--- src/rtl/ro_deserializer_pkg.sv ---
// rtl/ro_deserializer_pkg.sv - shared defaults, drain FSM encoding and slot-owner helper
package ro_deserializer_pkg;

  localparam int NCH_DEFAULT     = 8;
  localparam int CNT_W_DEFAULT   = 8;
  localparam int FRAME_W_DEFAULT = 10;

  typedef enum logic {
    DRAIN_IDLE = 1'b0,
    DRAIN_SEND = 1'b1
  } drain_state_t;

  // Trailing-zero count of c; returns nch when c is zero or the owner is out of range.
  function automatic int unsigned slot_owner(input logic [31:0] c, input int unsigned nch);
    int unsigned tz;
    tz = nch;
    for (int i = 31; i >= 0; i--) begin
      if (c[i]) tz = i;
    end
    if (tz > nch) tz = nch;
    return tz;
  endfunction

endpackage

--- src/rtl/ro_slot_decoder.sv ---
// rtl/ro_slot_decoder.sv - local slot counter re-deriving the gray-slot owner each enabled cycle
module ro_slot_decoder
  import ro_deserializer_pkg::*;
#(
  parameter int NCH     = NCH_DEFAULT,
  parameter int FRAME_W = FRAME_W_DEFAULT,
  localparam int CH_W   = $clog2(NCH)
) (
  input  logic            clk,
  input  logic            reset,
  input  logic            en,
  output logic            slot_valid,
  output logic [CH_W-1:0] slot_ch,
  output logic            frame_end
);

  logic [FRAME_W-1:0] slot_cnt;
  int unsigned        owner;

  always_ff @(posedge clk or negedge reset) begin
    if (!reset) begin
      slot_cnt <= '0;
    end else if (en) begin
      slot_cnt <= slot_cnt + 1'b1;
    end
  end

  // The pre-increment count names the gray bit that toggled on the previous edge.
  always_comb begin
    owner      = slot_owner(32'(slot_cnt), NCH);
    slot_valid = en && (owner < NCH);
    slot_ch    = CH_W'(owner);
    frame_end  = en && (&slot_cnt);
  end

endmodule

--- src/rtl/ro_deserializer.sv ---
// rtl/ro_deserializer.sv - gray-slotted readout demux, per-channel edge counter and frame drain
module ro_deserializer
  import ro_deserializer_pkg::*;
#(
  parameter int NCH     = NCH_DEFAULT,
  parameter int CNT_W   = CNT_W_DEFAULT,
  parameter int FRAME_W = FRAME_W_DEFAULT
) (
  input  logic                   clk,
  input  logic                   reset,
  input  logic                   en,
  input  logic                   serial_in,
  output logic [NCH-1:0]         out_bit,
  output logic                   out_valid,
  input  logic                   out_ready,
  output logic [$clog2(NCH)-1:0] out_chan,
  output logic [CNT_W-1:0]       out_count,
  output logic                   out_last,
  output logic                   overrun
);

  localparam int CH_W = $clog2(NCH);

  logic            slot_valid;
  logic            frame_end;
  logic [CH_W-1:0] slot_ch;

  logic [NCH-1:0]   last_bit;
  logic [CNT_W-1:0] live_cnt [NCH];
  logic [CNT_W-1:0] live_upd [NCH];
  logic [CNT_W-1:0] shadow   [NCH];
  logic [CH_W-1:0]  idx, idx_nxt;
  drain_state_t     state, state_nxt;
  logic             take_snapshot;

  ro_slot_decoder #(
    .NCH     (NCH),
    .FRAME_W (FRAME_W)
  ) u_slot_decoder (
    .clk        (clk),
    .reset      (reset),
    .en         (en),
    .slot_valid (slot_valid),
    .slot_ch    (slot_ch),
    .frame_end  (frame_end)
  );

  // The demuxed level doubles as the previous-level reference for edge detection.
  assign out_bit = last_bit;

  always_comb begin
    for (int k = 0; k < NCH; k++) begin
      live_upd[k] = live_cnt[k];
      if (slot_valid && (slot_ch == CH_W'(k)) && serial_in && !last_bit[k] &&
          (live_cnt[k] != {CNT_W{1'b1}})) begin
        live_upd[k] = live_cnt[k] + 1'b1;
      end
    end
  end

  assign take_snapshot = frame_end && (state == DRAIN_IDLE);

  always_comb begin
    state_nxt = state;
    idx_nxt   = idx;
    case (state)
      DRAIN_IDLE: begin
        if (take_snapshot) begin
          state_nxt = DRAIN_SEND;
          idx_nxt   = '0;
        end
      end
      DRAIN_SEND: begin
        if (out_ready) begin
          if (idx == CH_W'(NCH - 1)) state_nxt = DRAIN_IDLE;
          else                       idx_nxt   = idx + 1'b1;
        end
      end
      default: state_nxt = DRAIN_IDLE;
    endcase
  end

  assign out_valid = (state == DRAIN_SEND);
  assign out_chan  = idx;
  assign out_count = shadow[idx];
  assign out_last  = out_valid && (idx == CH_W'(NCH - 1));

  always_ff @(posedge clk or negedge reset) begin
    if (!reset) begin
      state    <= DRAIN_IDLE;
      idx      <= '0;
      overrun  <= 1'b0;
      last_bit <= '0;
      for (int k = 0; k < NCH; k++) begin
        live_cnt[k] <= '0;
        shadow[k]   <= '0;
      end
    end else begin
      state <= state_nxt;
      idx   <= idx_nxt;
      // A frame ending mid-drain loses its snapshot; the drain in flight is untouched.
      if (frame_end && (state == DRAIN_SEND)) overrun <= 1'b1;
      if (slot_valid) last_bit[slot_ch] <= serial_in;
      for (int k = 0; k < NCH; k++) begin
        live_cnt[k] <= frame_end ? '0 : live_upd[k];
        if (take_snapshot) shadow[k] <= live_upd[k];
      end
    end
  end

endmodule

--- config.mk ---
export PLATFORM = sky130hd
export DESIGN_NAME = ro_deserializer
export DESIGN_NICKNAME = d
export VERILOG_FILES = /design/src/rtl/ro_deserializer_pkg.sv /design/src/rtl/ro_slot_decoder.sv /design/src/rtl/ro_deserializer.sv
export SDC_FILE = /design/constraint.sdc
export NUM_CORES = 1
export LEC_CHECK = 0
export ABC_AREA = 0
export CORE_MARGIN = 10
export CORE_UTILIZATION = 35
export DETAILED_ROUTE_END_ITERATION = 8
export PLACE_DENSITY = 0.49
export SETUP_SLACK_MARGIN = 0.4
export SYNTH_ARGS = -nofsm -noshare
export SYNTH_HDL_FRONTEND = slang
export SYNTH_SLANG_ARGS = --single-unit
--- constraint.sdc ---
create_clock -name clk -period 1.9 [get_ports clk]
set_input_delay 0.285 -clock clk [delete_from_list [all_inputs] [get_ports clk]]
set_output_delay 0.285 -clock clk [all_outputs]
set_load 0.005 [all_outputs]
Figure 1. Pin map (run 1).
(3 px per um) Pins as bars across the die edge, other pins in grey.
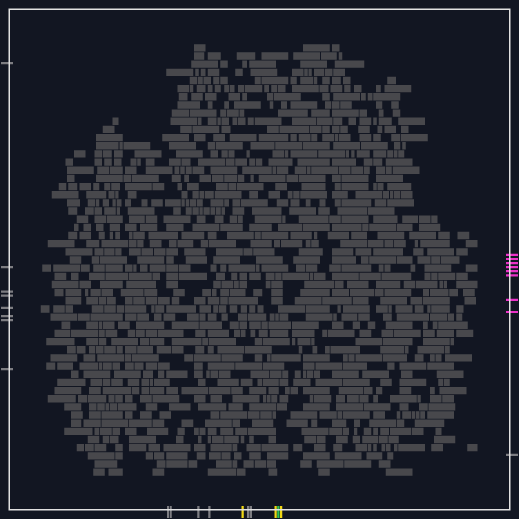
| colour | port | pins | direction | edge |
|---|---|---|---|---|
| green | out_valid | 1 | output | bottom |
| magenta | out_count | 8 | output | right |
| yellow | out_chan | 3 | output | bottom |
all pins by edge: 10 bottom, 9 right, 8 left

Figure 2. Layout detail (run 1).
Region (63, 63) to (103, 103) um. Cells in grey, sequential cells in the stronger grey; small squares are vias.
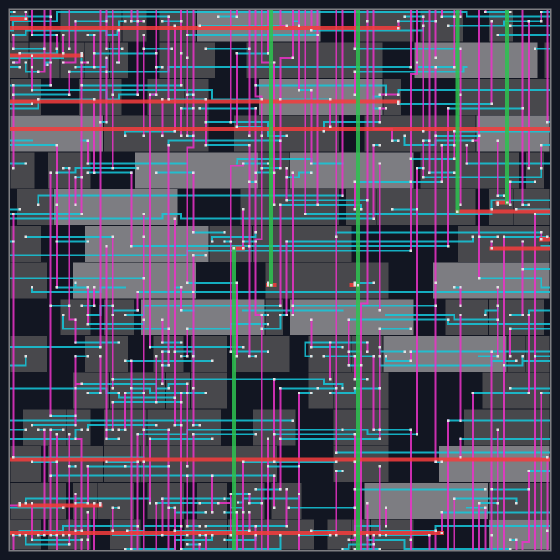
| colour | layer |
|---|---|
| magenta | met2 |
| red | met3 |
| green | met4 |
| cyan | met1 |
sequential cells in the window: 16
cells with their middle in the window: 99
most frequent: dfrtp_1 (16), buf_4 (10), a21oi_2 (7)
netlist names of flops here include: shadow (9), live_cnt (7)

==> run summary, run 1 <==
Implementation numbers.

- The report lists the power per cell area as between 900 and 1000 nW/um^2.
- After detailed routing, the wire length on met1 is 11.3 mm.
- For this run, the slowest stage of the critical path takes roughly 0.50 ns.
- The flow ran to the end, but the final reports show violations.
- The net count of the mapped netlist is ~750.
- Once routing completed, OpenROAD measured the worst setup slack at -0.515 ns.
- The estimated wirelength of the detail-placed design is approximately 15 mm.
- The power dissipated in sequential cells is around 4.0 mW.
- Per the detail_route log, met3 wirelength is roughly 1.1 mm.
- The combinational gate count is between 500 and 600.
- Setup repair after global routing could not meet its margin everywhere.
- The kind of start point of the critical path is a flip-flop.
- The overall power of the completed layout is ~12 mW.
- The worst reg-to-reg path cell count is 7.
- The last timing report of the flow puts the setup violation total at approximately 130.
- The number of rows created at floorplan is roughly 53.
- The CTS clock-pin slew for the worst setup and hold paths is 0.07 ns.
- The required time at the worst endpoint is listed as between 1.5 and 2 ns.
- The end-of-flow core utilization is 0.622.
- The number of fill cells is 1557.
- The area-dominant cell class after layout is multi-input combinational cells.
- OpenSTA lists the critical path endpoint as out_count[2].
- The pre-antenna-repair detailed-routing pass consisted of 5 iterations.
- The most common logic cells in the final layout are 143 x sky130_fd_sc_hd__dfrtp_1, 93 x sky130_fd_sc_hd__buf_4, 89 x sky130_fd_sc_hd__buf_6.
- The clock drives around 150 sinks.
- Buffers placed on the I/O ports in this run total 26.
- Per the detail_route report, vias per standard cell equal around 5.5.
- The first global-routing pass estimated 40.4 mm of wire.
- The number of non-clock buffers is 256.
- Of the total standard cell area in the layout, the sequential portion is 0.290.
- The design has roughly 150 sequential cells.
- The fraction of synthesis flops using an asynchronous set or reset pin is 1.00.
- The reg-to-reg critical path startpoint is u_slot_decoder.slot_cnt[5]$_DFFE_PN0P_.
- For this run, global-route usage on met2 was measured as 0.303.
- Per the detail_route log, the uppermost layer with routed signals is met4.
- In the power breakdown, the internal column shows between 8 and 9 mW.
- Of the available clock period, the critical path in the final layout requires 1.27.
- Post-synth the commonest register cell is sky130_fd_sc_hd__dfrtp_1.
- The final reports fail on setup timing.
- Hold-check failures listed in the final report amount to 0.
- The multi-input combinational cells in the finished layout cover a total of 5170 um^2.
- The tightest hold path in the finished design has a slack of around 0.36 ns.
- The switching power total is around 3.9 mW.
- Routing resource usage on met3 recorded by global route was 0.0407.
- The layout report lists the clock-cell share of area as 0.0461.
- Per the STA report, the cell with the highest stage delay on the worst path is sky130_fd_sc_hd__mux4_2.
- Of the cells placed in the final design, the portion with a size suffix greater than 1 is 0.603.
- The count of non-CTS inverters in the layout is 9.
- Counting flops and latches in the post-synthesis netlist gives approximately 150.
- In the final timing run, aggregate negative setup slack is -13.98 ns.
- The critical path goes through clkbuf_16 > buf_4 > mux4_2 > mux2_4 > buf_6.
- In the final routed layout, each cell accounts on average for between 20 and 25 um.
- Summing all multiplexer cells gives an area fraction of 0.0820.
- The share of power burned in registers is 0.329.
- The fraction of area in non-clock buffers is 0.239.
- Once placement finished, the instance area stood at between 9000 and 10000 um^2.
- The slack of the worst reg-to-reg path is -0.21 ns.
- According to the finish report, the design has a final net count of approximately 1000.
- The total number of vias is 6845.
- The tap cell count is between 200 and 300.
- Looking at the clock tree report, the maximum root-to-sink buffer count equals 2.
- The timing-limited maximum frequency is ~410 MHz.
- The finished cells cover about 13000 um^2.
- The number of gates given a new drive strength after cts is around 380.
- The type of element capturing the critical path is an output port.
- The chip area estimate from yosys synthesis is between 7000 and 8000 um^2.
- Excluding fillers, the count of instances in the completed layout stands at ~1300.
- The top-area cell type share of the netlist area is 0.504.
- The layer flagged by global routing as most heavily used is met2.
- The combinational share of cell area is 0.396.
- The I/O pin count is 27.
- After floorplanning, the die was sized to cover ~28000 um^2.
- The number of CTS-inserted buffers is 17.
- The clock network power consumption is ~3.5 mW.
- Warnings reported by Yosys during synthesis add up to 0.
- As reported, the later end of the worst-skew pair has a clock insertion delay of roughly 0.43 ns.
- The main area contributors are sky130_fd_sc_hd__dfrtp_1 50%, sky130_fd_sc_hd__mux4_2 4.8%, sky130_fd_sc_hd__nand2_1 4.6%.
- The core region area is between 20000 and 25000 um^2.
- The library cell used most frequently in the layout, excluding fill and tap cells, is sky130_fd_sc_hd__dfrtp_1.
- In this run the remaining antenna-violating nets after routing total 0.
Figure 3. Signal wires by layer (run 1).
(2 px per um) Only two layers are drawn.
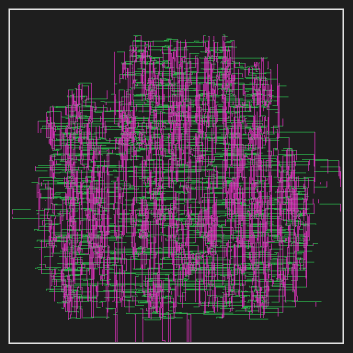
| colour | layer | wire length |
|---|---|---|
| green | met1 | 11300 um |
| magenta | met2 | 13800 um |

Figure 4. Met2 routing (run 1).
(2 px per um)
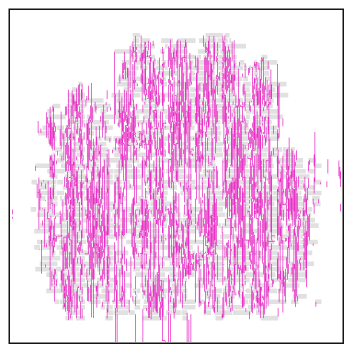
main direction: vertical
longest straight run: 66.3 um
wire length on this layer: 13800 um

--- run 2 (diff from run 1) ---
ABC_CLOCK_PERIOD_IN_PS = 1900   (was default)
Figure 5. Met2 routing (run 2).
(2 px per um)
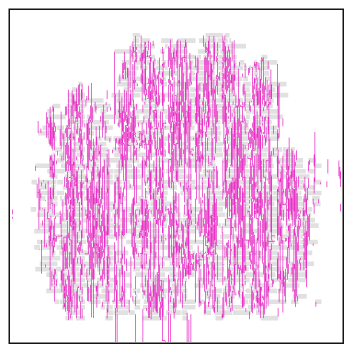
nets with wire on the layer: 906
wire length on this layer: 13800 um
main direction: vertical
longest straight run: 66.3 um

Figure 6. Layout detail (run 2).
Region (63, 63) to (103, 103) um. Cells in grey, sequential cells in the stronger grey; small squares are vias.
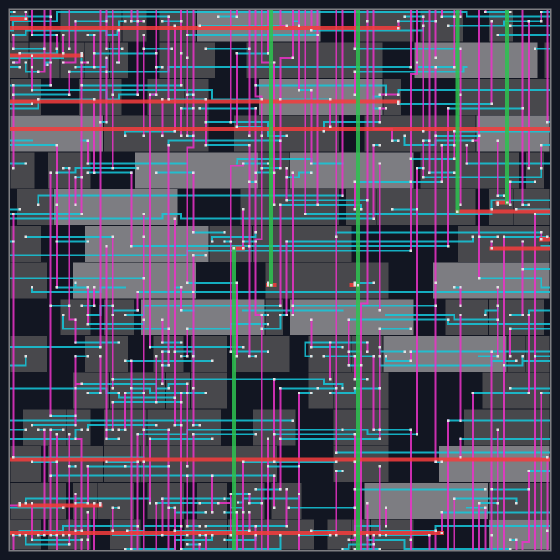

Figure 7. Pin map (run 2).
(3 px per um) Pins as bars across the die edge, other pins in grey.
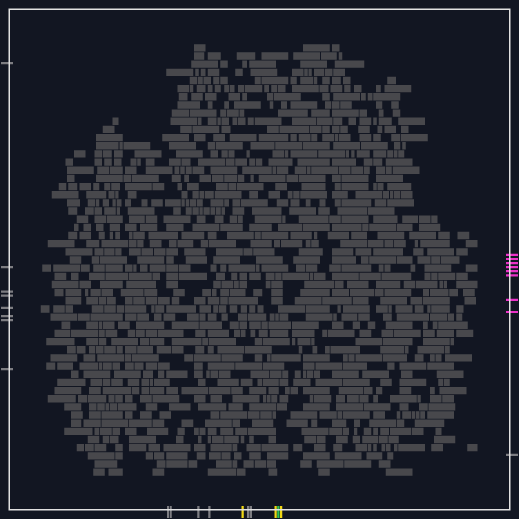
| colour | port | pins | direction | edge |
|---|---|---|---|---|
| yellow | out_chan | 3 | output | bottom |
| magenta | out_count | 8 | output | right |
| green | out_valid | 1 | output | bottom |

==> run summary, run 2 <==
Implementation numbers.

- The flow ran to the end, but the final reports show violations.
- The final reports fail on setup timing.
- Per the timing report, the most critical flop-to-flop path originates at u_slot_decoder.slot_cnt[5]$_DFFE_PN0P_.
- The share of the final layout cell area in sequential cells is 0.290 (unchanged).
- The number of port buffers is 26 (unchanged).
- The wire length the detailed router placed on met1 came to 11.3 mm (unchanged).
- The fraction of area in non-clock buffers is 0.239 (unchanged).
- The insertion delay to the later sink of the worst-skew pair was 0.43 ns (about the same).
- The internal power component is 8.07 mW (unchanged).
- The worst-case hold slack is 0.364 ns (unchanged).
- The count of clock tree sinks is 151 (unchanged).
- The number of non-clock buffers is 256 (unchanged).
- The number of antenna-violating nets in the routed design is 0 (unchanged).
- The power dissipated in sequential cells was 3.95 mW (about the same).
- The maximum buffer depth of the clock tree is 2 (unchanged).
- The net count of the mapped netlist is 745 (unchanged).
- The final count of hold timing violations came to 0 (unchanged).
- The estimated wirelength of the detail-placed design came to 14.6 mm (unchanged).
- The ratio of cells with drive above 1 in the final layout came to 0.603 (unchanged).
- The share of power burned in registers came to 0.329 (about the same).
- The number of flip-flops and latches is 151 (unchanged).
- STA classifies the critical path startpoint as a flip-flop.
- The chip area estimate from yosys synthesis came to 7490 um^2 (unchanged).
- The final period utilization is 1.27 (unchanged).
- The final total negative setup slack came to -13.98 ns (unchanged).
- The number of rows created at floorplan is 53 (unchanged).
- The number of fill cells is 1557 (unchanged).
- Setup repair after global routing could not meet its margin everywhere.
- The count of final setup violators was 126 (unchanged).
- The area of the multi-input gates is 5170 um^2 (unchanged).
- The fraction of synthesis flops using an asynchronous set or reset pin is 1.00 (unchanged).
- The switching power total is 3.93 mW (unchanged).
- The share of final layout cell area taken by clock buffers and inverters is 0.0461 (unchanged).
- The end-of-flow core utilization was 0.622 (unchanged).
- The CTS clock-pin slew for the worst setup and hold paths is 0.07 ns (about the same).
- According to the timing report, the critical path is captured at out_count[2].
- The multiplexer area fraction after synthesis is 0.0820 (unchanged).
- The worst path setup slack after routing is -0.515 ns (unchanged).
- The worst reg-to-reg path cell count was 7 (unchanged).
- The top-area cell type share of the netlist area is 0.504 (unchanged).
- Yosys attributes the largest share of cell area to sky130_fd_sc_hd__dfrtp_1 50%, sky130_fd_sc_hd__mux4_2 4.8%, sky130_fd_sc_hd__nand2_1 4.6%.
- The met3 track demand over resource in global routing is 0.0407 (unchanged).
- The timing-limited maximum frequency is 414 MHz (unchanged).
Figure 8. Signal wires by layer (run 2).
(2 px per um) Only two layers are drawn.
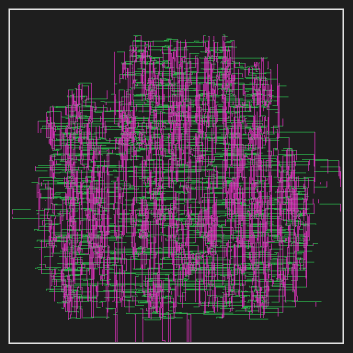

--- run 3 (diff from run 2) ---
ABC_AREA = 1   (was 0)
SKIP_LAST_GASP = 1   (was default)
Figure 9. Signal wires by layer (run 3).
(2 px per um) Only two layers are drawn.
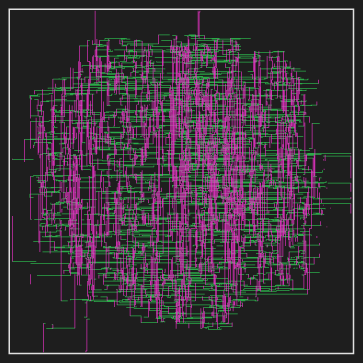
| colour | layer | wire length |
|---|---|---|
| green | met1 | 12100 um |
| magenta | met2 | 12900 um |

Figure 10. Met2 routing (run 3).
(2 px per um)
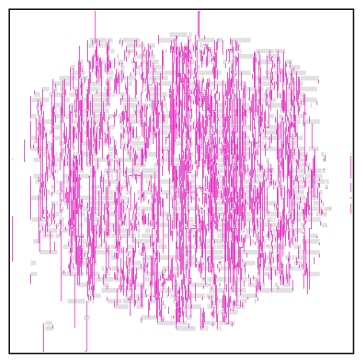
main direction: vertical
share of all routed wire: 49%
longest straight run: 67.7 um

Figure 11. Pin map (run 3).
(3 px per um) Pins as bars across the die edge, other pins in grey.
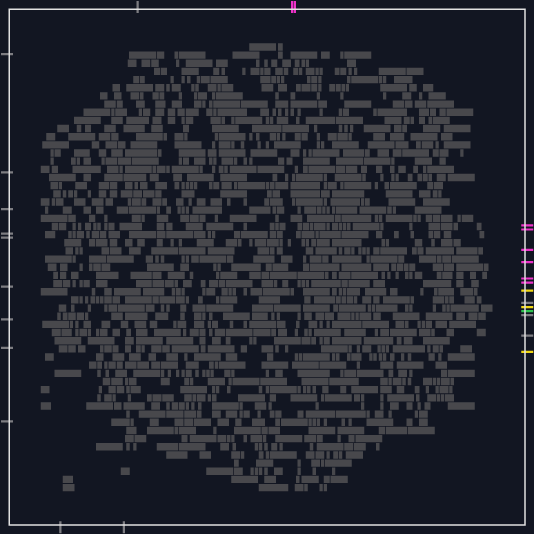
| colour | port | pins | direction | edge |
|---|---|---|---|---|
| yellow | out_chan | 3 | output | right |
| magenta | out_count | 8 | output | 6 right, 2 top |
| green | out_valid | 1 | output | right |

==> run summary, run 3 <==
Implementation numbers.

- The final total negative setup slack was -18.54 ns (-4.56 ns).
- After detailed routing, the number of vias per cell comes to 4.96.
- The end-of-flow core utilization was 0.555 (-0.0669).
- The area of the multi-input gates is 4780 um^2 (-7.6%).
- The clock network consumes a total of about 3.6 mW.
- The area share of and/or/nand/nor cells after synthesis is 0.284.
- The final reports fail on setup timing.
- The worst path setup slack after routing came to -0.255 ns (+0.260 ns).
- The count of clock tree sinks is 151 (unchanged).
- The estimated wirelength of the detail-placed design is 16.0 mm (+9.4%).
- The number of fill cells is 2024 (+30%).
- The number of antenna-violating nets in the routed design is 0 (unchanged).
- The number of flip-flops and latches is 151 (unchanged).
- The wire length the detailed router placed on met1 is 12.1 mm (+6.8%).
- The switching power total is 5.01 mW (+27%).
- The CTS clock-pin slew for the worst setup and hold paths is 0.06 ns (about the same).
- The biggest slice of the area belongs to multi-input combinational cells.
- The final count of hold timing violations is 0 (unchanged).
- The number of global-route vias before repair is ~7800.
- The fraction of area in non-clock buffers is 0.201 (-0.0378).
- The number of rows created at floorplan was 55 (+3.8%).
- The critical path buffer and inverter count is 4.
- The internal power component is 8.65 mW (+7.1%).
- The endpoint of the most critical setup path is out_count[0].
- The share of final layout cell area taken by clock buffers and inverters is 0.0487 (+0.00261).
- The signal on the critical path passes through buf_6 > buf_6 > inv_8 > o21ai_2 > o22ai_1 > nor2_1 > a31oi_2 > buf_2.
- The number of non-clock buffers is 212 (-17%).
- The proportion of total power due to net switching is 0.367.
- The net count of the mapped netlist is 1043 (+40%).
- The worst-case hold slack is 0.385 ns (+0.0206 ns).
- The run finished, with violations left.
- The chip area estimate from yosys synthesis came to 8030 um^2 (+7.1%).
- The critical path required time is about 1.6 ns.
- For this run, the slowest stage of the critical path takes roughly 0.43 ns.
- The fraction of synthesis flops using an asynchronous set or reset pin is 1.00 (unchanged).
- The predominant post-synthesis flop cell is sky130_fd_sc_hd__dfrtp_1.
- The share of the final layout cell area in sequential cells is 0.302 (+0.0122).
- By area the synthesized netlist is led by sky130_fd_sc_hd__dfrtp_1 47%, sky130_fd_sc_hd__nand2_1 15%, sky130_fd_sc_hd__inv_1 4.9%.
- Warnings raised by the tools during the run amount to 29.
- The count of final setup violators is 137 (+8.7%).
- The share of power burned in registers came to 0.297 (-0.032).
- The final period utilization was 1.13 (-0.137).
- The maximum buffer depth of the clock tree is 2 (unchanged).
- In the synthesized netlist, the dominant kind of combinational cell is simple AND/OR/NAND/NOR gates.
- The timing-limited maximum frequency is 464 MHz (+12%).
- The length of the first detailed-routing pass in iterations is 5.
- The met3 track demand over resource in global routing is 0.0397 (-0.00105).
- The power dissipated in sequential cells is 4.05 mW (+3%).
- The XOR/XNOR share of the synthesized area is 0.0578.
- The cell type of the slowest stage on the worst timing path is sky130_fd_sc_hd__dfrtp_2.
- The multiplexer area fraction after synthesis came to 0.00125 (-0.0808).
- Between the synthesized netlist and the finished layout, the area growth was recorded as 56.0%.
- The top-area cell type share of the netlist area was 0.471 (-0.0337).
- The number of CTS-inserted buffers is 17.
- The combinational cell power is around 6 mW.
- The launch point of the worst register-to-register path is recorded as u_slot_decoder.slot_cnt[0]$_DFFE_PN0P_.
- For this block, the via count after detailed routing is 7544.
- The number of port buffers was 26 (unchanged).
- The worst reg-to-reg path cell count is 13 (+6).
- Setup repair after global routing could not meet its margin everywhere.
- The ratio of cells with drive above 1 in the final layout came to 0.392 (-0.211).
- The kind of start point of the critical path is a flip-flop.
Power is estimated from default activity; no workload was simulated.
